==> run_1/util_map.png <==
(4 px per µm) 9 x 11 tiles, from white (low) to dark blue (high), 0 to 100% covered.
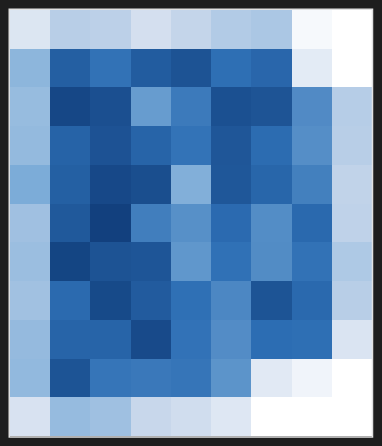
==> run_1/clock_nets.png <==
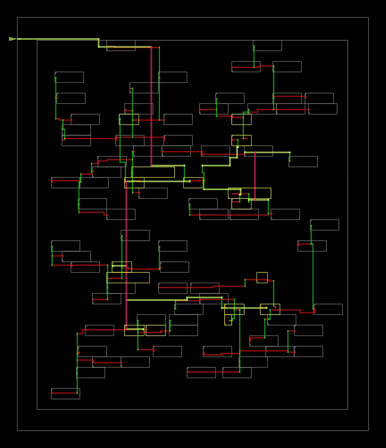
==> run_1/m4.png <==
(6 px per µm) Supply wires on this layer in grey. Cells faint in the background.
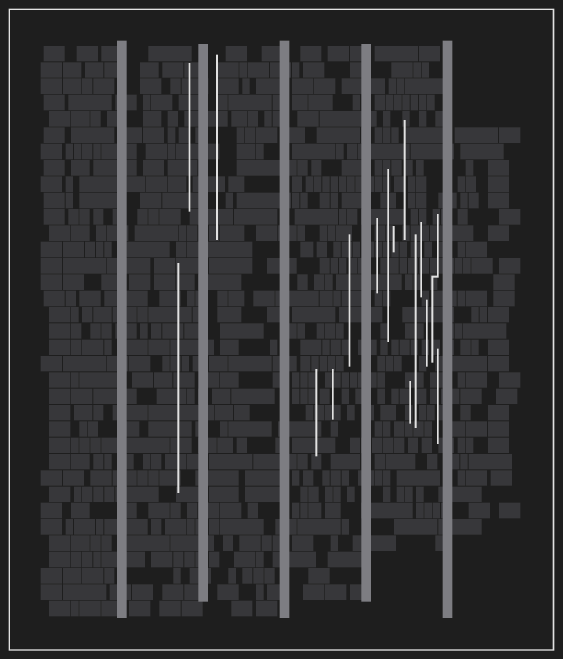
## config.mk

```make
export PLATFORM = sky130hd
export DESIGN_NAME = brq_fp_wb_arbiter
export DESIGN_NICKNAME = d
export VERILOG_FILES = /design/src/rtl/brq_fp_wb_arbiter.sv
export SDC_FILE = /design/constraint.sdc
export NUM_CORES = 1
export LEC_CHECK = 0
export ABC_AREA = 1
export CORE_ASPECT_RATIO = 1.2
export CORE_MARGIN = 5
export CORE_UTILIZATION = 46
export DETAILED_ROUTE_END_ITERATION = 7
export PLACE_DENSITY = 0.84
export REMOVE_ABC_BUFFERS = 1
export SLEW_MARGIN = 20
export SYNTH_ARGS = -nofsm -noshare
export SYNTH_HDL_FRONTEND = slang
export SYNTH_SLANG_ARGS = --single-unit
```

## constraint.sdc

```tcl
create_clock -name clk_i -period 2.34 [get_ports clk_i]
set_input_delay 0.468 -clock clk_i [delete_from_list [all_inputs] [get_ports clk_i]]
set_output_delay 0.468 -clock clk_i [all_outputs]
set_load 0.03 [all_outputs]
```

## src/rtl/brq_fp_wb_arbiter.sv

```systemverilog
// FP register file write-port arbiter.
// Two producers (FPU results and LSU loads) compete for one registered write
// port. Arbitration is round-robin on contention only. A per-register
// scoreboard tracks outstanding writes for the issue stage's hazard checks.
module brq_fp_wb_arbiter #(
  parameter int unsigned DataWidth = 32,
  parameter int unsigned NumRegs   = 32
) (
  input  logic                 clk_i,
  input  logic                 rst_i,
  input  logic                 issue_valid_i,
  input  logic [4:0]           issue_rd_i,
  output logic [NumRegs-1:0]   busy_o,
  output logic                 waw_err_o,
  input  logic                 flush_i,
  input  logic                 fpu_valid_i,
  output logic                 fpu_ready_o,
  input  logic [4:0]           fpu_rd_i,
  input  logic [DataWidth-1:0] fpu_wdata_i,
  input  logic                 lsu_valid_i,
  output logic                 lsu_ready_o,
  input  logic [4:0]           lsu_rd_i,
  input  logic [DataWidth-1:0] lsu_wdata_i,
  output logic [4:0]           waddr_a_o,
  output logic [DataWidth-1:0] wdata_a_o,
  output logic                 we_a_o
);

  // Priority pointer encoding: which source wins the next contended cycle.
  localparam logic [0:0] PtrFpu = 1'b0;
  localparam logic [0:0] PtrLsu = 1'b1;

  logic [0:0]         ptr_q;
  logic               contend;
  logic               fpu_gnt;
  logic               lsu_gnt;
  logic [NumRegs-1:0] busy_q;
  logic [NumRegs-1:0] set_vec;
  logic [NumRegs-1:0] clr_vec;
  logic               waw_hit;
  logic               waw_q;

  // Grant: a lone requester always wins; on contention the pointer decides.
  // Flush blocks all transfers so nothing new enters the write stage.
  always_comb begin
    contend = fpu_valid_i & lsu_valid_i;
    lsu_gnt = ~flush_i & lsu_valid_i & (~fpu_valid_i | (ptr_q == PtrLsu));
    fpu_gnt = ~flush_i & fpu_valid_i & (~lsu_valid_i | (ptr_q == PtrFpu));
  end

  assign fpu_ready_o = fpu_gnt;
  assign lsu_ready_o = lsu_gnt;

  // Pointer flips only when a contended cycle actually produced a transfer.
  always_ff @(posedge clk_i) begin
    if (rst_i) begin
      ptr_q <= PtrLsu;
    end else if (contend && !flush_i) begin
      ptr_q <= ~ptr_q;
    end
  end

  // Single output register stage; address/data hold when no write occurs.
  always_ff @(posedge clk_i) begin
    if (rst_i) begin
      we_a_o    <= 1'b0;
      waddr_a_o <= '0;
      wdata_a_o <= '0;
    end else begin
      we_a_o <= fpu_gnt | lsu_gnt;
      if (lsu_gnt) begin
        waddr_a_o <= lsu_rd_i;
        wdata_a_o <= lsu_wdata_i;
      end else if (fpu_gnt) begin
        waddr_a_o <= fpu_rd_i;
        wdata_a_o <= fpu_wdata_i;
      end
    end
  end

  // Per-register set/clear decode. Indices at or above NumRegs match no bit
  // and are therefore ignored. An issue during flush is dropped.
  always_comb begin
    set_vec = '0;
    clr_vec = '0;
    for (int i = 0; i < NumRegs; i++) begin
      set_vec[i] = issue_valid_i & ~flush_i & (issue_rd_i == 5'(i));
      clr_vec[i] = we_a_o & (waddr_a_o == 5'(i));
    end
    waw_hit = |(set_vec & busy_q & ~clr_vec);
  end

  // Scoreboard update: set beats clear on the same register (new owner).
  always_ff @(posedge clk_i) begin
    if (rst_i) begin
      busy_q <= '0;
      waw_q  <= 1'b0;
    end else begin
      if (flush_i) begin
        busy_q <= '0;
      end else begin
        busy_q <= (busy_q & ~clr_vec) | set_vec;
      end
      if (waw_hit) begin
        waw_q <= 1'b1;
      end
    end
  end

  assign busy_o    = busy_q;
  assign waw_err_o = waw_q;

endmodule

```

==> ds_physical_params.txt, run 1 <==
Characteristics after synthesis and place and route

Parameter                              Value

Setup path
  Cell type of the slowest stage on the worst timing path    clkdlybuf4s50_1
  Slack of the worst reg-to-reg path    0.51 ns
  Sequence of cells on the critical path    clkdlybuf4s50_1
  Data arrival time of the worst path    1.61 ns
  Family of cells with the greatest summed delay on the critical path    buffers and inverters
  Capture instance of the worst register-to-register path    waw_err_o
  Reg2Reg Depth    11
  Critical path type    flop to output port
  Worst path max stage delay    0.74 ns
  Type of origin of the critical path    flop

Finish
  Share of layout cells above drive strength 1    9.475%
  Buffering overhead    31.02%
  Area occupied by registers    1441 µm²
  Number of logic inverters in the finished layout    28
  P&R area growth vs syn    53.96%
  Largest cell class    logic gates
  Most instantiated logic cell after routing    clkdlybuf4s50_1
  Diodes inserted    0
  Layout fillers    619

Synth
  Flip-flops with a built-in enable    0
  YS warnings    0
  Post-Synthesis Cells    527
  Post-synthesis register bit count    72
  Number of distinct standard cells referenced by the synthesized netlist    24
  Share of the synthesized netlist area taken by xor and xnor gates    0%
  Post-synthesis simple-gate area fraction    34.03%
  Fraction of post-synthesis cell area in the top cell type by area    40.34%
  Cell type contributing the most total cell area after synthesis    dfxtp_1
  Adder-cell share of the synthesized area    0%
  Post-synthesis area per instance    6.781 µm²

Clocking
  Post-CTS Setup Bufs    0
  Number of H-tree levels    3

Run
  Max-cap check violation count    0

Timing
  Final period utilization    88.99%
  Highest Clock Rate    480.2 MHz
  Transition time at the pin with the least slew margin    0.5364 ns
  Slew Viols, Final    0

Die
  FP Rows    35

Detailed routing
  Iteration-0 DRC Markers    269
  Routed len/inst    15.46 µm
  Number of nets with antenna violations after detailed routing    0

Status
  Outcome    finished clean

Placed design
  Estimated wirelength of the detail-placed design    9.375 mm

Global routing
  Global-route wire length before repair    19.24 mm
  Number of global-route vias before repair    4160
  Total GRT Usage    24.46%

Power
  Clk network pwr share    38.6%
  Portion of total power attributed to combinational logic    20.1%
  Static leakage    2.087 nW
  Power per standard cell area    581.3 nW/µm²
Back to the opening pictures, util_map.png:
fullest tile: 94%
mean over tiles: 56%
emptiest ninth of the die: bottom right
tiles over 75% full: 35%
Finished Core Util: 72.20%
core box area: 7620 µm²
fp util: 46.90%

Back to the opening pictures, clock_nets.png:
Layout clock buffers: 11
Setup Skew: 0.008699 ns
sequential cell count of the final layout: 72
total CTS buffers: 9

Back to the opening pictures, m4.png:
nets with wire on the layer: 16
main direction: vertical
share of all routed wire: 2.5%
wire length on this layer: 305 µm
total wire length: 12.03 mm
DR vias: 4151

## run 1: registers in the layout (all words and copies together) (netlist names)
name and flops:
ptr_q 1, busy_o 32, we_a_o 1, waw_err_o 1, wdata_a_o 32, waddr_a_o 5
## run 1: metrics by stage
| step | hold WS [ns] | cells | worst slack [ns] | cell area [µm²] |
|---|---|---|---|---|
| 2_1_floorplan | 0.4905 | 501 | -0.9184 | 3421 |
| 3_3_place_gp | 0.4637 | 762 | 0.1986 | 5248 |
| 3_5_place_dp | 0.4691 | 762 | 0.1039 | 5248 |
| 4_1_cts | 0.4792 | 778 | 0.2503 | 5502 |
| 5_1_grt | 0.4980 | 778 | 0.2038 | 5502 |
| 6_report | 0.4756 | 778 | 0.2577 | 5502 |
## run 1: worst reg2reg max path, stage by stage, from the launching register on
cell     delay (ns)
dfxtp_1        0.53
nand2_1        0.18
nor2_1         0.23
nand2_1        0.08
nand2_1        0.08
inv_1          0.05
nand2_1        0.05
nand2_1        0.05
nor2_1         0.15
nand2_1        0.08
nor2_1         0.14
a21oi_1        0.08
## run 1: power groups by stage
stage / sequential, mW / combinational [mW] / clock, mW
2_1_floorplan: 1.45 / 0.179 / 0
3_3_place_gp: 1.34 / 0.635 / 0
3_5_place_dp: 1.35 / 0.640 / 0
4_1_cts: 1.32 / 0.644 / 1.25
5_1_grt: 1.33 / 0.686 / 1.30
6_report: 1.32 / 0.644 / 1.23
## run 1: layer usage
metal | part of all wire [%] | GRT usage (%) | up-vias
met1 | 35 | 25.54 | 1818
met2 | 48 | 42.78 | 261
met3 | 14 | 11.04 | 35
li1 | - | - | 2037
met5 | 0 | 0 | -
met4 | 2.5 | 9.149 | 0
--- run 2 (diff from run 1) ---
Settings changed: SETUP_SLACK_MARGIN set to 0.3.
==> run 2 against run 1 <==
Clock power hardly changed; largest cell class unchanged; sequential share of layout area shrank 0.11 points; via count is essentially flat; area after synthesis stayed put; first-iteration DRC count shrank 4.5%; die size unchanged; design area rose by 0.43%; worst setup slack better by 0.083 ns; routed wire length increased by 0.57%; maximum frequency is 4.2% higher; count of clock-buffer cells in the layout unchanged.
==> ds_physical_params.txt, run 2 <==
Characteristics after synthesis and place and route

Parameter                              Value

Detailed routing
  Iteration-0 DRC Markers    257
  Top Layer Used    met4
  Number of nets with antenna violations after detailed routing    0
  Wire length on met3    1.667 mm
  Routed len/inst    15.49 µm
  Met2 wire len    5.868 mm
  Met1 Wirelength    4.269 mm

Timing
  Final period utilization    85.43%
  Worst setup slack after layout    0.3409 ns
  Hold_ws    0.4755 ns
  Setup Skew    0.008316 ns
  Number of setup violations in the final report    0
  Transition time at the pin with the least slew margin    0.5250 ns
  Highest Clock Rate    500.2 MHz
  Slew Viols, Final    0

Finish
  Summed area of non-filler cells in the final layout    5525 µm²
  Finished Core Util    72.51%
  P&R area growth vs syn    54.62%
  Most instantiated logic cell after routing    clkdlybuf4s50_1
  Diodes inserted    0
  Share of layout cells above drive strength 1    9.869%
  Number of standard cells in the layout, taps in and fillers out    781

Run
  Max-cap check violation count    0

Setup path
  Worst path max stage delay    0.46 ns
  Sequence of cells on the critical path    clkdlybuf4s50_1, inv_1, a211oi_2, buf_4
  Slack of the worst reg-to-reg path    0.51 ns
  Critical path type    input pin to output port
  Type of origin of the critical path    input pin
  Data arrival time of the worst path    1.53 ns
  Capture instance of the worst register-to-register path    waw_err_o
  Cell type of the slowest stage on the worst timing path    clkdlybuf4s50_1
  Reg2Reg Depth    11
  Critical Path End Type    output port
  Family of cells with the greatest summed delay on the critical path    buffers and inverters

Synth
  Top cells by count, synth    nor2_1 (136), nand2_1 (86), dfxtp_1 (72)
  Post-synthesis area per instance    6.781 µm²
  Post-synthesis register bit count    72
  Fraction of post-synthesis cell area in the top cell type by area    40.34%
  Cell type contributing the most total cell area after synthesis    dfxtp_1
  Top area cell types    dfxtp_1 (40%), nor2_1 (14%), nand3_1 (9.1%)
  Number of distinct standard cells referenced by the synthesized netlist    24
  Flip-flops with a built-in enable    0
  YS warnings    0
  Post-Synthesis Cells    527
  Most frequent cell after synthesis    nor2_1

Global routing
  Met2 track demand over resource in global routing    42.78%
  Number of global-route vias before repair    4163
  Global routing met3 resource utilization    11.11%
  Peak-usage layer in the global routing report    met2
  Total GRT Usage    24.47%
  Global-route wire length before repair    19.26 mm
  Met1 capacity usage during global routing    25.54%

Status
  Outcome    finished clean

Placed design
  Number of buffers inserted by port buffering    157
  Cell total after placement    762
  Estimated wirelength of the detail-placed design    9.375 mm
  Total placed instance area    5248 µm²
  Setup slack after placement    0.1039 ns

Clocking
  Maximum number of buffers from clock root to sink    2
  Total CTS buffers    9
  Number of H-tree levels    3

Die
  Core box area    7620 µm²
  Fp util    46.90%
  FP Rows    35

Power
  Power per standard cell area    580.0 nW/µm²
  Overall power consumption    3.205 mW
  Static leakage    2.122 nW
run 2: cell counts after synthesis:
Identical to the previous run, type by type.
run 2: area by class of cell:
cell class                 count  area, µm²
clock buffer                  11      151.4
clock inverter                 5      102.6
fill                         618       2095
inverter                      28      105.1
multi-input combinational    401       1879
sequential                    72       1441
tap                           92      115.1
timing repair buffer         172       1730
run 2: logic make-up (layout without fill, tap and decap cells):
kind of cell	count (synthesis)	in the layout	synth area share, %
buffers and inverters	54	216	7.213
AND-OR/OR-AND	107	107	18.42
AND/OR/NAND/NOR	294	294	34.03
flip-flops	72	72	40.34
run 2: worst min path at each step:
stage | start | endpoint | slack [ns] | cells after the start
2_1_floorplan | ptr_q | ptr_q | 0.49 | 2
3_3_place_gp | wdata_a_o[2] | wdata_a_o[2] | 0.46 | 2
3_5_place_dp | wdata_a_o[4] | wdata_a_o[4] | 0.47 | 2
4_1_cts | wdata_a_o[4] | wdata_a_o[4] | 0.48 | 2
5_1_grt | wdata_a_o[4] | wdata_a_o[4] | 0.50 | 2
6_report | wdata_a_o[4] | wdata_a_o[4] | 0.48 | 2
run 2: worst register-to-register path, cell delays in order, from the launching register on:
cell and delay [ns]:
dfxtp_1 0.54, nand2_1 0.18, nor2_1 0.22, nand2_1 0.08
nand2_1 0.08, inv_1 0.05, nand2_1 0.05, nand2_1 0.05
nor2_1 0.15, nand2_1 0.08, nor2_1 0.13, a21oi_1 0.08
run 2: timing repair:
action	CTS	global route
endpoints found under the hold margin	0	0
setup buffers	0	3
resized	1	1
setup endpoints to repair	1	3
run 2: power breakdown:
| group | leakage [nW] | internal, mW | total [mW] | switching (mW) |
|---|---|---|---|---|
| logic | 1.41 | 0.295 | 0.647 | 0.353 |
| registers | 0.586 | 1.28 | 1.32 | 0.0408 |
| clock network | 0.126 | 0.765 | 1.24 | 0.472 |
==> run_2/ff_map.png <==
(4 px per µm)
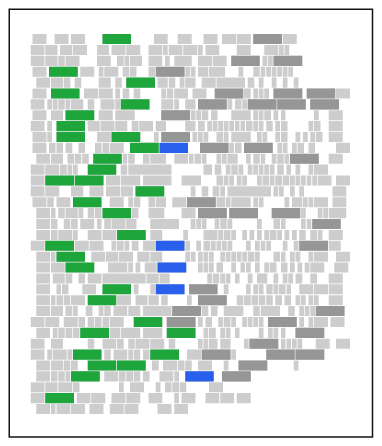
[`wdata_a_o`] green | placed flops: 32 | where: a vertical strip on the left
[`waddr_a_o`] blue | placed flops: 5
not coloured: 35
Flop+latch power: 1.32 mW
flip-flop and latch share of the layout cell area: 26.09%

==> run_2/m4.png <==
(6 px per µm) Supply wires on this layer in grey. Cells faint in the background.
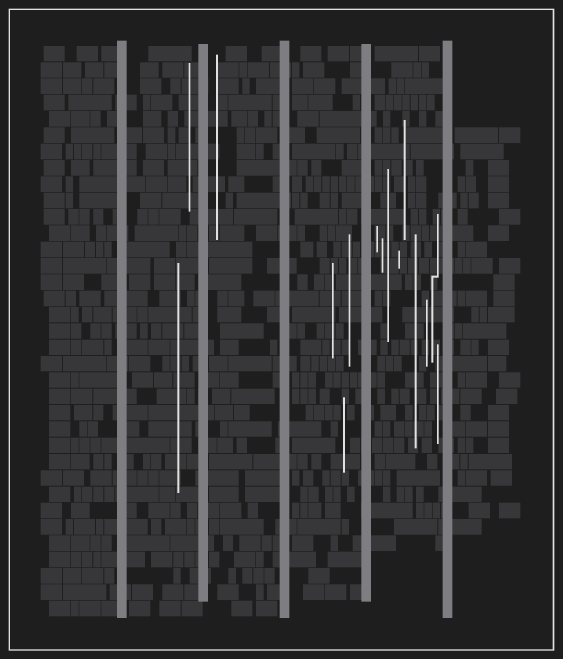
share of all routed wire: 2.4%
longest straight run: 38.1 µm
total wire length: 12.10 mm
DR vias: 4153

--- run 3 (diff from run 2) ---
Settings changed: CORE_MARGIN 5 to not set.
==> run 3 against run 2 <==
Flip-flop count unchanged; combinational power about the same; register-to-register slack worse by 0.06 ns; global-route usage grew 6.2 points; clock skew up 0.0017 ns; clock power shrank about 10%; utilization increased by 1.5 points; maximum frequency grew 1.1%; sequential power hardly changed; sequential share of layout area increased by 0.23 points; area after synthesis unchanged; critical path depth did not move; largest cell class unchanged.
==> ds_physical_params.txt, run 3 <==
Characteristics after synthesis and place and route

Parameter                              Value

Finish
  Share of layout cells above drive strength 1    9.738%
  Multi-input gate area in the final layout    1879 µm²
  Summed area of non-filler cells in the final layout    5477 µm²
  Diodes inserted    0
  Number of standard cells in the layout, taps in and fillers out    778
  Most instantiated logic cell after routing    clkdlybuf4s50_1

Timing
  Setup Skew    0.01006 ns
  Hold_ws    0.4759 ns
  Transition time at the pin with the least slew margin    0.6304 ns
  Final period utilization    84.48%

Clocking
  Maximum number of buffers from clock root to sink    2
  Total CTS buffers    9
  Post-CTS Setup Bufs    0
  Number of H-tree levels    3

Synth
  Flip-flops with a built-in enable    0
  Cell type contributing the most total cell area after synthesis    dfxtp_1
  Most frequent cell after synthesis    nor2_1
  Post-Synthesis Cells    527
  Number of distinct standard cells referenced by the synthesized netlist    24
  Fraction of post-synthesis cell area in the top cell type by area    40.34%
  Top area cell types    dfxtp_1 (40%), nor2_1 (14%), nand3_1 (9.1%)
  Post-synthesis area per instance    6.781 µm²

Setup path
  Critical path type    input pin to output port
  Data arrival time of the worst path    1.51 ns
  Critical Path End Type    output port
  Sequence of cells on the critical path    clkdlybuf4s50_1, inv_1, a211oi_2, buf_4

Run
  Max-cap check violation count    0

Power
  Power per standard cell area    557.4 nW/µm²
  Static leakage    2.110 nW

Detailed routing
  Total wire length    12.21 mm
  Iteration-0 DRC Markers    260
  DR vias    4265
  Number of nets with antenna violations after detailed routing    0
  Routed len/inst    15.69 µm

Placed design
  Number of buffers inserted by port buffering    157
  Total placed instance area    5248 µm²

Die
  FP Rows    34

Global routing
  Global-route wire length before repair    19.00 mm
  Number of global-route vias before repair    4181

Status
  Outcome    finished clean
## run 3: cell counts after synthesis
No cell type changed its count.
## run 3: final cells by class
cell class | instances | share of cell area (%)
Timing Repair Buffer | 171 | 31.35
Inverter | 28 | 1.988
Clock buffer | 14 | 3.336
Multi-Input combinational cell | 401 | 34.32
Clock inverter | 2 | 0.6397
Sequential cell | 72 | 26.32
Tap cell | 90 | 2.056
## run 3: cells by family after synthesis
group                  after synthesis  share of synthesized area, %
DFF                                 72                         40.34
AOI/OAI and AO/OA                  107                         18.42
and+or+nand+nor                    294                         34.03
buffers and inverters               54                         7.213
## run 3: stage by stage
stage	setup slack [ns]	power (mW)
final	0.3632	3.053
after global routing	0.2908	3.165
after CTS	0.3159	3.055
after detailed placement	0.1148	1.990
after global placement	0.1803	1.980
after floorplan	-0.9184	1.626
## run 3: final timing paths
check / from / slack (ns) / end / cells after the start
worst max-delay path: fpu_valid_i / 0.36 / fpu_ready_o / 4
worst min-delay path: wdata_a_o[7] / 0.48 / wdata_a_o[7] / 2
worst max register to register: waddr_a_o[2] / 0.45 / waw_err_o / 9
worst min register to register: wdata_a_o[7] / 0.48 / wdata_a_o[7] / 2
## run 3: critical path: cells and delay by family
| kind | cells | cell delay (ns) |
|---|---|---|
| buffers and inverters | 3 | 0.75 |
| AND-OR/OR-AND | 1 | 0.29 |
## run 3: power breakdown
| group | leakage (nW) | switching [mW] | internal [mW] |
|---|---|---|---|
| Sequential | 0.586 | 0.0389 | 1.28 |
| Combinational | 1.41 | 0.357 | 0.293 |
| Clock | 0.113 | 0.475 | 0.609 |
## run 3: routing by layer
metal	routed length, µm	share of wire, %	track usage, %
met3	1144	9.4	7.963
met5	0	0	0
met2	5824	48	51.05
met4	581	4.8	18.08
met1	4658	38	34.37
==> run_3/util_map.png <==
(4 px per µm) 8 x 10 tiles, from white (low) to dark blue (high), 0 to 100% covered.
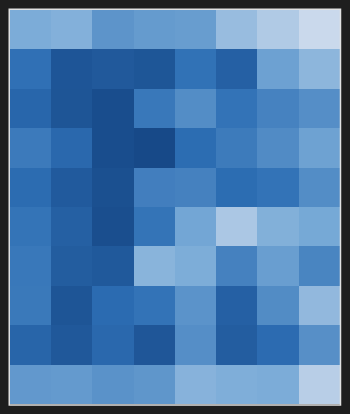
densest ninth of the die: left middle
mean over tiles: 66%
fullest tile: 90%
tiles over 75% full: 35%
fp util: 48.28%
core box area: 7402 µm²
Finished Core Util: 73.99%

==> run_3/ff_map.png <==
(4 px per µm)
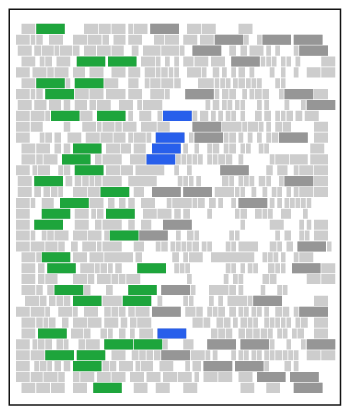
[`waddr_a_o`] blue | placed flops: 5
[`wdata_a_o`] green | placed flops: 32
not coloured: 35
area occupied by registers: 1441 µm²
flip-flop and latch share of the layout cell area: 26.32%

Power figures rest on the tool's default switching activity, not on a simulated workload.
